==> config.mk <==
export PLATFORM = sky130hd
export DESIGN_NAME = ex_div_ctrl
export DESIGN_NICKNAME = d
export VERILOG_FILES = /design/src/rtl/ex_div_ctrl.sv
export SDC_FILE = /design/constraint.sdc
export NUM_CORES = 1
export LEC_CHECK = 0
export ABC_CLOCK_PERIOD_IN_PS = 14250
export CAP_MARGIN = 20
export CORE_MARGIN = 4
export CORE_UTILIZATION = 50
export DETAILED_ROUTE_END_ITERATION = 6
export PLACE_DENSITY = 0.71
export SETUP_SLACK_MARGIN = 0.02
export SLEW_MARGIN = 20
export SYNTH_ARGS = -nofsm -noshare
export SYNTH_HDL_FRONTEND = slang
export SYNTH_SLANG_ARGS = --single-unit
==> constraint.sdc <==
create_clock -name clk -period 14.25 [get_ports clk]
set_input_delay 3.5625 -clock clk [delete_from_list [all_inputs] [get_ports clk]]
set_output_delay 3.5625 -clock clk [all_outputs]
set_load 0.02 [all_outputs]
**Run 1: signal metal coverage by tile**

Scale bar: 50 um. The die is cut into 32 by 32 equal tiles; dark blue is low, red is high, scaled to the fullest tile. Values are wire area over tile area, all layers added.
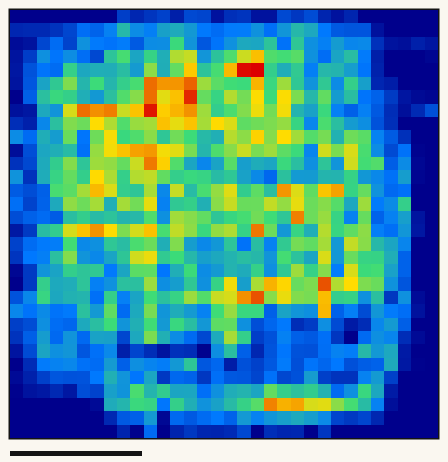
mean over tiles: 0.24
tiles over half the peak: 25%
fullest tile: 0.69
nearly empty tiles: 12%
GRT Resource Usage Total: 0.292
routed via count: 12000

**Run 1: drive-strength map**

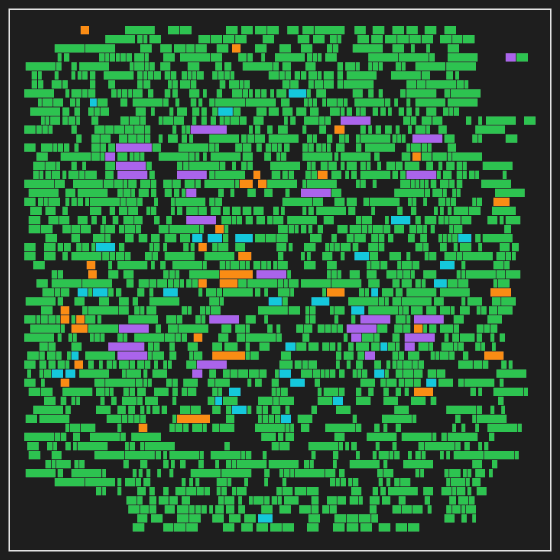
[drive 2] cyan | cells: 34
[drive 1 or less] green | cells: 1518
[drive 3 to 4] orange | cells: 32
[drive 6 and up] purple | cells: 27
bufs w/o clock: 122
final instance area: 13800 um2
Area growth, synth to finish: 15.6%

**Run 1: cell classes on the final placement**

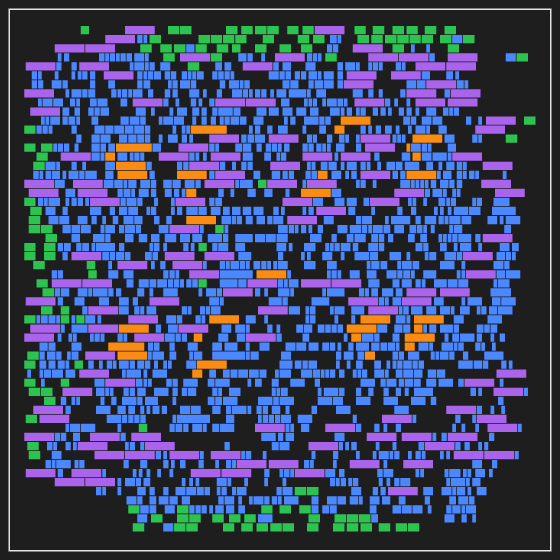
[clock drivers and dummy loads] orange | cells: 32 | share of their area: 4.6%
[other buffers and delay cells] green | cells: 122 | share of their area: 8.9%
[flip-flops] purple | cells: 140 | share of their area: 26%
[all other logic] blue | cells: 1317 | share of their area: 60%
row count: 56
sequential share of cell area: 0.254
final core occ: 0.587
Placeable Area: 23500 um2

==> results.py, run 1 <==
# Auto-generated metrics
metrics = {
    "status": {
        "status": "finished, final reports clean",
    },
    "logic_synthesis": {
        "logic_family": "AND-OR/OR-AND gates",
        "ys_sh_xor": 0.0881,
        "common_cells": "183 x nand2_1, 172 x a21oi_1, 158 x o21ai_0, 157 x nor2_1, 140 x dfrtp_1",
        "synthesis.area_um2": 11900,
        "edf_count": 0,
        "synthCells": 1540,
        "synthAoiAreaFrac": 0.285,
        "synth_chip_area_um2": 11900,
        "synth.distinct_cells": 88,
        "area_leaders": "dfrtp_1 29%, a21oi_1 7.2%, o21ai_0 6.6%, nand2_1 5.8%, nor2_1 4.9%",
        "largest_area_cell": "dfrtp_1",
        "synth-main-ff-cell": "dfrtp_1",
    },
    "setup_path": {
        "critical_path_buf_inv_count": 2,
        "critPathArrivalTime_ns": 4.91,
        "slowest_stage": "clkdlybuf4s50_1",
        "worst-r2r-cell-count": 22,
        "worst_path_largest_cell_delay_ns": 0.60,
        "cp_top_family": "buffers and inverters",
        "crit_type": "in -> out",
        "cp-start-kind": "input pin",
        "cp-end-kind": "primary output",
    },
    "grt": {
        "grtUsageMet1": 0.420,
        "met3_usage": 0.0430,
        "grt.busiest_layer": "met2",
        "grt_pass1_vias": 11500,
        "grt_max_degree": 97,
        "overflow": 0,
    },
    "finish": {
        "logic_gates": 1264,
        "lay_top_cells": "182 x nand2_1, 171 x a21oi_1, 158 x o21ai_0",
        "num-fill-cells": 2190,
        "largest_class": "multi-input combinational cells",
        "drive_gt1_frac": 0.0577,
        "bufAreaShareNonClock": 0.0860,
        "final-clk-cell-share": 0.0444,
        "regArea_um2": 3500,
        "fin_cells": 1931,
        "nets": 1710,
        "clock_buffers": 18,
        "antenna-diode-count": 1,
        "layout_top_cell": "nand2_1",
    },
    "drt": {
        "dr.pass1.iters": 6,
        "met2_length_um": 18100,
        "via_per_inst": 6.24,
        "drcViolationCount": 0,
        "highest_layer": "met4",
        "postRouteAntennaNets": 0,
    },
    "clock_tree": {
        "clock_path_buffers": 2,
        "clkSinkCount": 140,
        "post_cts_buffers": 0,
        "htreeDepth": 4,
        "clk_pin_slew_ns": 0.07,
    },
    "placed_design": {
        "dp_slack_ns": 5.78,
        "placed_area_um2": 13200,
        "hpwlAfterDp_um": 28800,
    },
    "power_and_ir_drop": {
        "combinationalPower_uw": 489,
        "swShare": 0.379,
        "leakage_nw": 5.66,
        "power_leader": "registers",
        "internal-power_uw": 914,
        "vdd_ir_drop_max_mv": 0.0689,
        "p_clk_uw": 476,
        "total_power_mw": 1.47,
    },
    "floorplanning": {
        "initCoreUtil": 0.508,
        "die_y_um": 162,
        "ios": 109,
    },
    "sta": {
        "setup_viol": 0,
        "hold_ws_ns": 0.478,
        "tightest_slew_ns": 1.11,
        "fin_tns_setup_ns": 0,
        "final.min_clock_period_ns": 8.48,
    },
    "run": {
        "drv_cap": 0,
    },
}
==> run 2: changes to the inputs <==
--- a/config.mk
+++ b/config.mk
@@ -5,12 +5,12 @@
 export SDC_FILE = /design/constraint.sdc
 export NUM_CORES = 1
 export LEC_CHECK = 0
-export ABC_CLOCK_PERIOD_IN_PS = 14250
+export ABC_CLOCK_PERIOD_IN_PS = 7200
 export CAP_MARGIN = 20
 export CORE_MARGIN = 4
 export CORE_UTILIZATION = 50
 export DETAILED_ROUTE_END_ITERATION = 6
-export PLACE_DENSITY = 0.71
+export PLACE_DENSITY = 0.74
 export SETUP_SLACK_MARGIN = 0.02
 export SLEW_MARGIN = 20
 export SYNTH_ARGS = -nofsm -noshare
==> constraint.sdc (replaced) <==
create_clock -name clk -period 7.2 [get_ports clk]
set_input_delay 1.8 -clock clk [delete_from_list [all_inputs] [get_ports clk]]
set_output_delay 1.8 -clock clk [all_outputs]
set_load 0.02 [all_outputs]
**Run 2: congestion heat map**

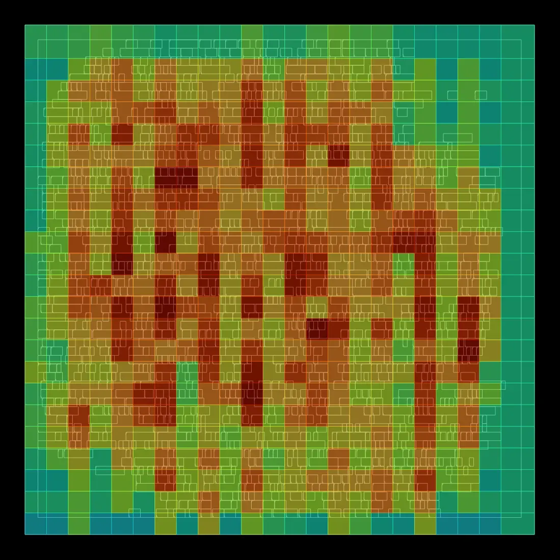
met2 Track Usage GR: 0.451
met1 Usage GRT: 0.417

**Run 2: cell classes on the final placement**

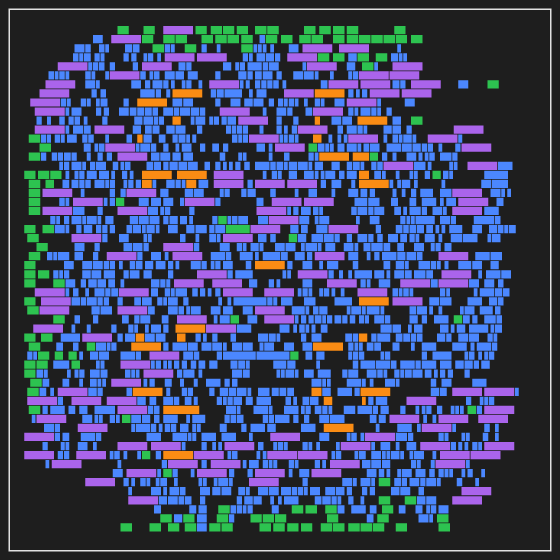
[clock drivers and dummy loads] orange | cells: 32 | share of their area: 4.2%
[all other logic] blue | cells: 1317 | share of their area: 60%
[flip-flops] purple | cells: 140 | share of their area: 26%
[other buffers and delay cells] green | cells: 127 | share of their area: 9.2%
final instance area: 13800 um2
final core occ: 0.588
sequential share of cell area: 0.254

==> results.py, run 2 <==
# Auto-generated metrics
metrics = {
    "status": {
        "status": "finished, final reports clean",
    },
    "clock_tree": {
        "ctsRootBufferMaster": "clkbuf_16",
        "post_cts_buffers": 0,
        "htreeDepth": 4,
        "clk_pin_slew_ns": 0.06,
        "cts_buffers": 17,
        "cts_tree": "built",
        "clkLatencyLatePin_ns": 0.44,
        "clkSinkCount": 140,
        "cts_hold_buf": 0,
        "clock_path_buffers": 2,
        "cts-resized-gates": 0,
    },
    "drt": {
        "initialDrtViolationCount": 1375,
        "drcViolationCount": 0,
        "via_per_inst": 6.32,
        "highest_layer": "met4",
        "postRouteAntennaNets": 0,
        "wl_um": 38600,
        "routedLengthMet1_um": 16900,
        "wl_per_cell_um": 19.9,
        "wl_met3_um": 2960,
        "dr.pass1.iters": 6,
        "met2_length_um": 17300,
        "num_vias": 12200,
    },
    "floorplanning": {
        "initCoreUtil": 0.508,
        "chip_area_um2": 26400,
        "rows": 56,
        "tap_cells": 319,
        "die_w_um": 162,
        "core_um2": 23500,
        "ios": 109,
        "die_y_um": 162,
    },
    "sta": {
        "tightest_slew_ns": 1.09,
        "hold_violations": 0,
        "max_slew_margin": 0.274,
        "fin_crit_sh": 0.758,
        "fin_tns_setup_ns": 0,
        "setup_viol": 0,
        "skew_ns": 0.00875,
        "max_clock_freq_mhz": 183,
        "slew_viol_final": 0,
        "fin_ws_ns": 1.74,
        "rsz0062_at_grt": "false",
        "hold_ws_ns": 0.488,
        "final.min_clock_period_ns": 5.46,
    },
    "power_and_ir_drop": {
        "seqPwrFrac": 0.351,
        "internal-power_mw": 1.75,
        "combinationalPower_uw": 991,
        "swShare": 0.389,
        "pg_seq_mw": 1.00,
        "clkPwrFrac": 0.303,
        "switchingPower_mw": 1.11,
        "vdd_ir_drop_max_mv": 0.154,
        "power_leader": "registers",
        "p_clk_uw": 864,
        "power_density_nw_per_um2": 207,
        "leakage_nw": 5.66,
        "combPwrFrac": 0.347,
        "total_power_mw": 2.86,
    },
    "finish": {
        "antenna-diode-count": 1,
        "fin_cells": 1936,
        "drive_gt1_frac": 0.0600,
        "num-fill-cells": 2149,
        "bufAreaShareNonClock": 0.0896,
        "flops": 140,
        "largest_class": "multi-input combinational cells",
        "regArea_um2": 3500,
        "syn_to_final_growth_pct": 15.6,
        "nNonClkBuffers": 127,
        "inv_count": 53,
        "nets": 1715,
        "final-clk-cell-share": 0.0408,
        "logic_gates": 1264,
        "lay_top_cells": "182 x nand2_1, 172 x a21oi_1, 158 x o21ai_0",
        "comb_share": 0.571,
        "clock_buffers": 19,
        "layout_top_cell": "nand2_1",
    },
    "grt": {
        "grt_pass1_wl_um": 62100,
        "met3_usage": 0.0385,
        "grt_max_degree": 96,
        "overflow": 0,
        "grt_pass1_vias": 11400,
        "antenna_found_initial": 0,
        "grtUsageTotal": 0.291,
        "grt.busiest_layer": "met2",
    },
    "logic_synthesis": {
        "synth_top_area_share": 0.294,
        "synth.distinct_cells": 88,
        "ys_sh_mux": 0.0264,
        "area_leaders": "dfrtp_1 29%, a21oi_1 7.2%, o21ai_0 6.6%, nand2_1 5.8%, nor2_1 4.9%",
        "ys_sh_xor": 0.0881,
        "floorplan.nets": 1652,
        "synth_chip_area_um2": 11900,
        "synth_area_per_cell_um2": 7.75,
        "logic_family": "AND-OR/OR-AND gates",
        "yosysWarnings": 0,
        "synth_adder_area_share": 0.0434,
        "synthCells": 1540,
        "synth-main-ff-cell": "dfrtp_1",
        "edf_count": 0,
        "yosys_cells": 1540,
        "synthesis.area_um2": 11900,
        "ys_async_sr_fraction": 1.00,
        "ys_seq_share": 0.294,
        "ys_sh_simple": 0.215,
        "largest_area_cell": "dfrtp_1",
        "common_cells": "183 x nand2_1, 172 x a21oi_1, 158 x o21ai_0, 157 x nor2_1, 140 x dfrtp_1",
        "synthAoiAreaFrac": 0.285,
        "synth.most_common_cell": "nand2_1",
        "synth-seq-cells": 140,
    },
    "setup_path": {
        "r2r_slack_ns": 1.90,
        "cp-end-kind": "flip-flop",
        "critical_path_buf_inv_count": 3,
        "cp_top_family": "simple AND/OR/NAND/NOR gates",
        "worst-r2r-cell-count": 22,
        "crit_chain": "clkdlybuf4s50_1 -> inv_1 -> ha_1 -> or3b_1 -> nor4b_2 -> and4bb_2 -> nand3_1 -> o31a_1 -> a31o_2 -> nand2_2 -> buf_12 -> a211oi_1 -> a21oi_1",
        "critPathArrivalTime_ns": 5.81,
        "crit_type": "in -> reg",
        "worst-path-max-fanout": 64,
        "cp.required_ns": 7.56,
        "slowest_stage": "nand2_2",
        "cp-start-kind": "input pin",
        "cp.depth": 13,
        "worst_path_largest_cell_delay_ns": 0.51,
    },
    "placed_design": {
        "io_buffers": 108,
        "dpl.cell_count": 1903,
        "dp_slack_ns": 1.28,
        "place_congestion": 0.934,
        "placed_area_um2": 13200,
        "hpwlAfterDp_um": 29100,
    },
    "min_path": {
        "hold_class": "reg -> reg",
        "hold_path_depth": 2,
    },
    "run": {
        "drv_cap": 0,
    },
}
